==> config.mk <==
export PLATFORM = sky130hd
export DESIGN_NAME = mux_tree_cfg_chain
export DESIGN_NICKNAME = d
export VERILOG_FILES = /design/src/rtl/mux_cfg_pkg.sv /design/src/rtl/mux_tree_cfg_core.sv /design/src/rtl/mux_tree_cfg_chain.sv
export SDC_FILE = /design/constraint.sdc
export NUM_CORES = 1
export LEC_CHECK = 0
export CAP_MARGIN = 20
export CELL_PAD_IN_SITES_DETAIL_PLACEMENT = 1
export CELL_PAD_IN_SITES_GLOBAL_PLACEMENT = 2
export CORE_MARGIN = 8
export CORE_UTILIZATION = 22
export DETAILED_ROUTE_END_ITERATION = 10
export GPL_ROUTABILITY_DRIVEN = 1
export GPL_TIMING_DRIVEN = 1
export PLACE_DENSITY = 0.79
export SLEW_MARGIN = 20
export SYNTH_ARGS = -nofsm -noshare
export SYNTH_HDL_FRONTEND = slang
export SYNTH_HIERARCHICAL = 1
export SYNTH_SLANG_ARGS = --single-unit
==> constraint.sdc <==
create_clock -name prog_clk -period 2 [get_ports prog_clk]
set_clock_uncertainty 0.1 [all_clocks]
set_input_delay 0.3 -clock prog_clk [delete_from_list [all_inputs] [get_ports prog_clk]]
set_output_delay 0.3 -clock prog_clk [all_outputs]
set_load 0.02 [all_outputs]
==> src/rtl/mux_cfg_pkg.sv <==
// Shared types and helpers for the configurable routing multiplexer.
// Select width and status encoding are common to the top and its mux-tree core.
package mux_cfg_pkg;

  localparam logic CONST_DEFAULT = 1'b1;

  typedef struct packed {
    logic valid;
    logic err;
  } cfg_status_t;

  // One extra code beyond NUM_IN so an all-ones select is always out of range.
  function automatic int sel_width(input int n);
    return $clog2(n + 1);
  endfunction

endpackage

==> src/rtl/mux_tree_cfg_core.sv <==
// Combinational NUM_IN-to-1 binary mux tree with a buffered output.
// Leaves beyond NUM_IN are tied to CONST_VAL so out-of-range selects are benign.
module mux_tree_cfg_core #(
  parameter int   NUM_IN    = 41,
  parameter int   SEL_W     = 6,
  parameter logic CONST_VAL = 1'b1
) (
  input  logic [NUM_IN-1:0] in,
  input  logic [SEL_W-1:0]  sel,
  output logic              out
);

  localparam int LEAVES = 1 << SEL_W;

  // Heap-ordered node array: node i has children 2i and 2i+1, leaves start at LEAVES.
  logic [2*LEAVES-1:1] node;

  genvar gi, gj;
  generate
    for (gi = 0; gi < LEAVES; gi++) begin : g_leaf
      if (gi < NUM_IN) begin : g_used
        assign node[LEAVES+gi] = in[gi];
      end else begin : g_pad
        assign node[LEAVES+gi] = CONST_VAL;
      end
    end

    // Depth gi is steered by select bit SEL_W-1-gi, so the root decodes the MSB.
    for (gi = 0; gi < SEL_W; gi++) begin : g_level
      for (gj = 0; gj < (1 << gi); gj++) begin : g_mux2
        assign node[(1<<gi)+gj] = sel[SEL_W-1-gi] ? node[2*((1<<gi)+gj)+1]
                                                  : node[2*((1<<gi)+gj)];
      end
    end
  endgenerate

  assign out = node[1];

endmodule

==> src/rtl/mux_tree_cfg_chain.sv <==
// Routing mux with its own serial config segment: shadow shift register,
// validated commit into the active select, and a force-to-constant gate.
module mux_tree_cfg_chain
  import mux_cfg_pkg::*;
#(
  parameter int   NUM_IN    = 41,
  parameter logic CONST_VAL = CONST_DEFAULT,
  localparam int  SEL_W     = sel_width(NUM_IN)
) (
  input  logic              prog_clk,
  input  logic              prog_rst_n,
  input  logic              ccff_head,
  input  logic              ccff_en,
  input  logic              cfg_commit,
  input  logic [NUM_IN-1:0] in,
  output logic              out,
  output logic              ccff_tail,
  output logic              cfg_valid,
  output logic              cfg_err,
  output logic [SEL_W-1:0]  sel_q
);

  localparam int               CNT_W    = $clog2(SEL_W + 1);
  localparam logic [CNT_W-1:0] CNT_FULL = CNT_W'(SEL_W);
  localparam logic [SEL_W-1:0] SEL_LIM  = SEL_W'(NUM_IN);

  logic [SEL_W-1:0] shadow_q;
  logic [SEL_W-1:0] active_q;
  logic [CNT_W-1:0] cnt_q;
  cfg_status_t      status_q;
  logic             tree_out;

  always_ff @(posedge prog_clk or negedge prog_rst_n) begin
    if (!prog_rst_n) begin
      shadow_q <= '0;
      active_q <= '1;
      cnt_q    <= '0;
      status_q <= '0;
    end else begin
      if (ccff_en) begin
        shadow_q <= {shadow_q[SEL_W-2:0], ccff_head};
        if (cnt_q != CNT_FULL) cnt_q <= cnt_q + 1'b1;
      end
      // A commit only loads when a full word is present and the chain is idle.
      if (cfg_commit) begin
        cnt_q <= '0;
        if (!ccff_en && cnt_q == CNT_FULL) begin
          active_q       <= shadow_q;
          status_q.valid <= 1'b1;
          status_q.err   <= (shadow_q >= SEL_LIM);
        end else begin
          status_q.err <= 1'b1;
        end
      end
    end
  end

  mux_tree_cfg_core #(
    .NUM_IN   (NUM_IN),
    .SEL_W    (SEL_W),
    .CONST_VAL(CONST_VAL)
  ) u_core (
    .in (in),
    .sel(active_q),
    .out(tree_out)
  );

  assign out       = status_q.valid ? tree_out : CONST_VAL;
  assign ccff_tail = shadow_q[SEL_W-1];
  assign cfg_valid = status_q.valid;
  assign cfg_err   = status_q.err;
  assign sel_q     = active_q;

endmodule

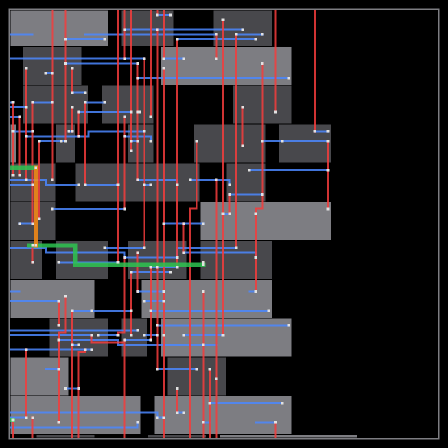
zoom.png
Region (29, 46) to (59, 76) um. Cells in grey, sequential cells in the stronger grey; small squares are vias.
| colour | layer |
|---|---|
| red | met2 |
| orange | met4 |
| blue | met1 |
| green | met3 |
most frequent: dfrtp_1 (6), mux2_2 (4), clkdlybuf4s50_1 (3)
netlist names of flops here include: shadow_q (3), cnt_q (2), sel_q (2)
cells with their middle in the window: 28
sequential cells in the window: 8

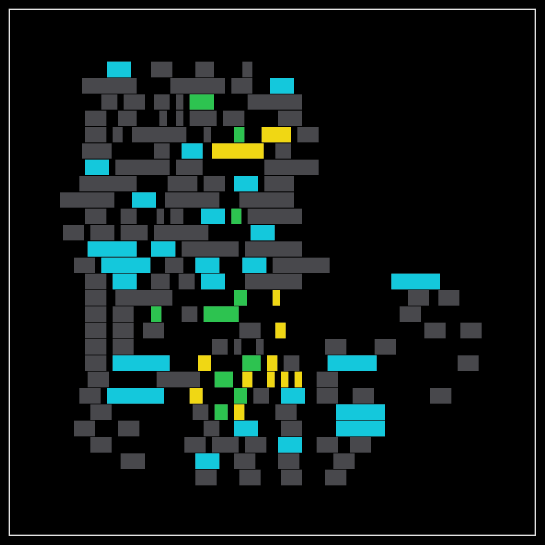
gate_families.png
(6 px per um)
| colour | family | cells |
|---|---|---|
| green | inverting AOI/OAI gates | 10 |
| cyan | multiplexers | 25 |
| yellow | NAND gates | 12 |
most used logic cell in the final layout: clkdlybuf4s50_1
logic share of the area: 33.81%

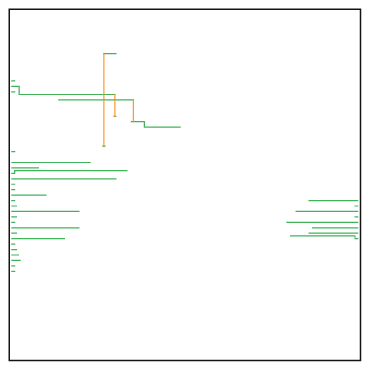
metal_stack.png
(4 px per um) Two of the layers only.
| colour | layer | wire length |
|---|---|---|
| green | met3 | 303 um |
| orange | met4 | 34.0 um |
WL per Instance: 16.86 um
via count: 1011
Routed WL: 3.777 mm

-- metrics by stage --
step / worst slack (ns) / hold slack, ns / std cells
6_report: -0.7471 / 0.2728 / 224
5_1_grt: -0.8357 / 0.2802 / 224
4_1_cts: -0.7738 / 0.2787 / 223
3_5_place_dp: -0.9352 / 0.3965 / 218
3_3_place_gp: -0.8953 / 0.3919 / 218
2_1_floorplan: -0.3123 / -0.09559 / 84
-- flip-flops by register name (all words and copies together) (netlist names) --
| signal | cells |
|---|---|
| cfg_err | 1 |
| cfg_valid | 1 |
| cnt_q | 3 |
| sel_q | 6 |
| shadow_q | 6 |
-- layout make-up --
type	count	area share, %
Timing Repair Buffer	69	35.65
Multi-Input combinational cell	60	33.81
Tap cell	70	4.596
Sequential cell	17	22.72
Clock buffer	3	2.167
Inverter	4	0.7879
Clock inverter	1	0.2626
-- kinds of logic after synthesis --
group,count (synthesis),synth area share [%]
DFF,17,38.57
xor gates and xnor gates,1,0.7805
adders and majority gates,2,2.229
and+or+nand+nor,20,11.37
buffers and inverters,7,3.678
AOI/OAI and AO/OA,12,8.027
muxes,25,35.34
-- per-layer routing --
metal	GRT usage, %	up-vias	part of all wire, %
met5	0	-	0
met4	1.563	0	0.90
met3	4.340	6	8.0
met2	18.39	38	50
met1	10.59	498	41
li1	-	469	-
-- worst max-delay path: cells and delay by family (launching register included) --
kind                   cells  cell delay, ns
buffers and inverters      2            0.26
DFF                        1            0.64
and+or+nand+nor            1            0.15
AOI/OAI and AO/OA          3            0.55
muxes                      1            0.49
-- cell usage in the layout (no fill, tap or decap), types with 4 or more instances in the layout --
| cell | count |
|---|---|
| buf_4 | 11 |
| nand3_1 | 4 |
| mux2_2 | 16 |
| clkdlybuf4s50_1 | 49 |
| nand2_1 | 4 |
| mux4_2 | 6 |
| dfstp_2 | 6 |
| inv_1 | 4 |
| dfrtp_1 | 11 |
-- path summary, 6_finish.rpt --
kind	startpoint	end	slack, ns	cells after the start
setup / recovery	sel_q[0]	out	-0.75	7
hold / removal	prog_rst_n	cfg_err	0.27	2
setup reg to reg	cnt_q[0]	sel_q[1]	0.58	4
hold reg to reg	cfg_err	cfg_err	0.41	1
max in group asynchronous	prog_rst_n	sel_q[1]	1.27	2
min in group prog_clk	cfg_err	cfg_err	0.41	1
-- power by group --
group	internal [mW]	switching [mW]	total, mW
sequential	0.379	0.0396	0.419
clock	0.138	0.116	0.255
combinational	0.159	0.0797	0.239
total	0.677	0.236	0.913
-- timing repair --
item | CTS | global route
endpoints found under the setup margin | 4 | 4
buffers inserted | 1 | 1
pin swaps | 3 | 1
gates resized | 13 | 3
==> Slide: Implementation Results <==
Flow Results at a Glance

Run status
  – Status: finished, violations left
  – Failing checks: setup timing

STA
  – Fmax: 364.0 MHz
  – Final setup vio count: 1
  – Slew margin rel.: 82.58%
  – Hold Violations, Final: 0
  – Min Tclk post-route: 2.747 ns
  – RSZ-0062 raised after global routing: true
  – Worst setup margin: -0.7471 ns

Finish
  – Nets: 203
  – Logic area: 644.4 um^2
  – Post-layout util: 38.04%
  – Fin area: 1906 um^2
  – Layout overhead on the synthesized area: 69.79%
  – Ratio of cells with drive above 1 in the final layout: 33.77%

Setup path
  – Setup crit end kind: output pin
  – Critical path type: register to output pin
  – CP Launch Type: register
  – Critical path peak fanout: 7
  – Chain of cells forming the critical path: buf_6, mux4_2, o21ai_1, a31oi_1, a221o_1, nand2b_4, buf_6
  – Max incr delay on CP: 0.64 ns

Logic synthesis
  – Gate Count Post-Synth: 84
  – Synth top cells by count: 16 x mux2_2, 11 x dfrtp_1, 7 x mux4_1, 6 x dfstp_2
  – Synthesis area per yosys: 1122 um^2
  – Area leader share: 24.53%
  – Yosys top cell by area: dfrtp_1
  – Async set or reset register ratio after synthesis: 100.0%
  – # Cells Yosys: 84
  – Post-synth seq share: 38.57%

Clock tree
  – Post-CTS Hold Buffers: 0
  – Cts bufs inserted: 3
  – CTS tree: built

Hold path
  – Hold Path Class: input pin to async pin

Drt
  – Via density: 4.513
  – DRT antenna net count: 0

Placement
  – Gpl congestion: 0.7305

Power and ir drop
  – Worst VDD drop: approximately 0.45 mV

Die
  – Die extent in x: 87.43 um
  – Rows: 26

Global routing
  – First-pass GRT wire length: 5.982 mm
  – Pin count of the biggest net entering global routing: 18
Power and IR drop assume default switching activity.
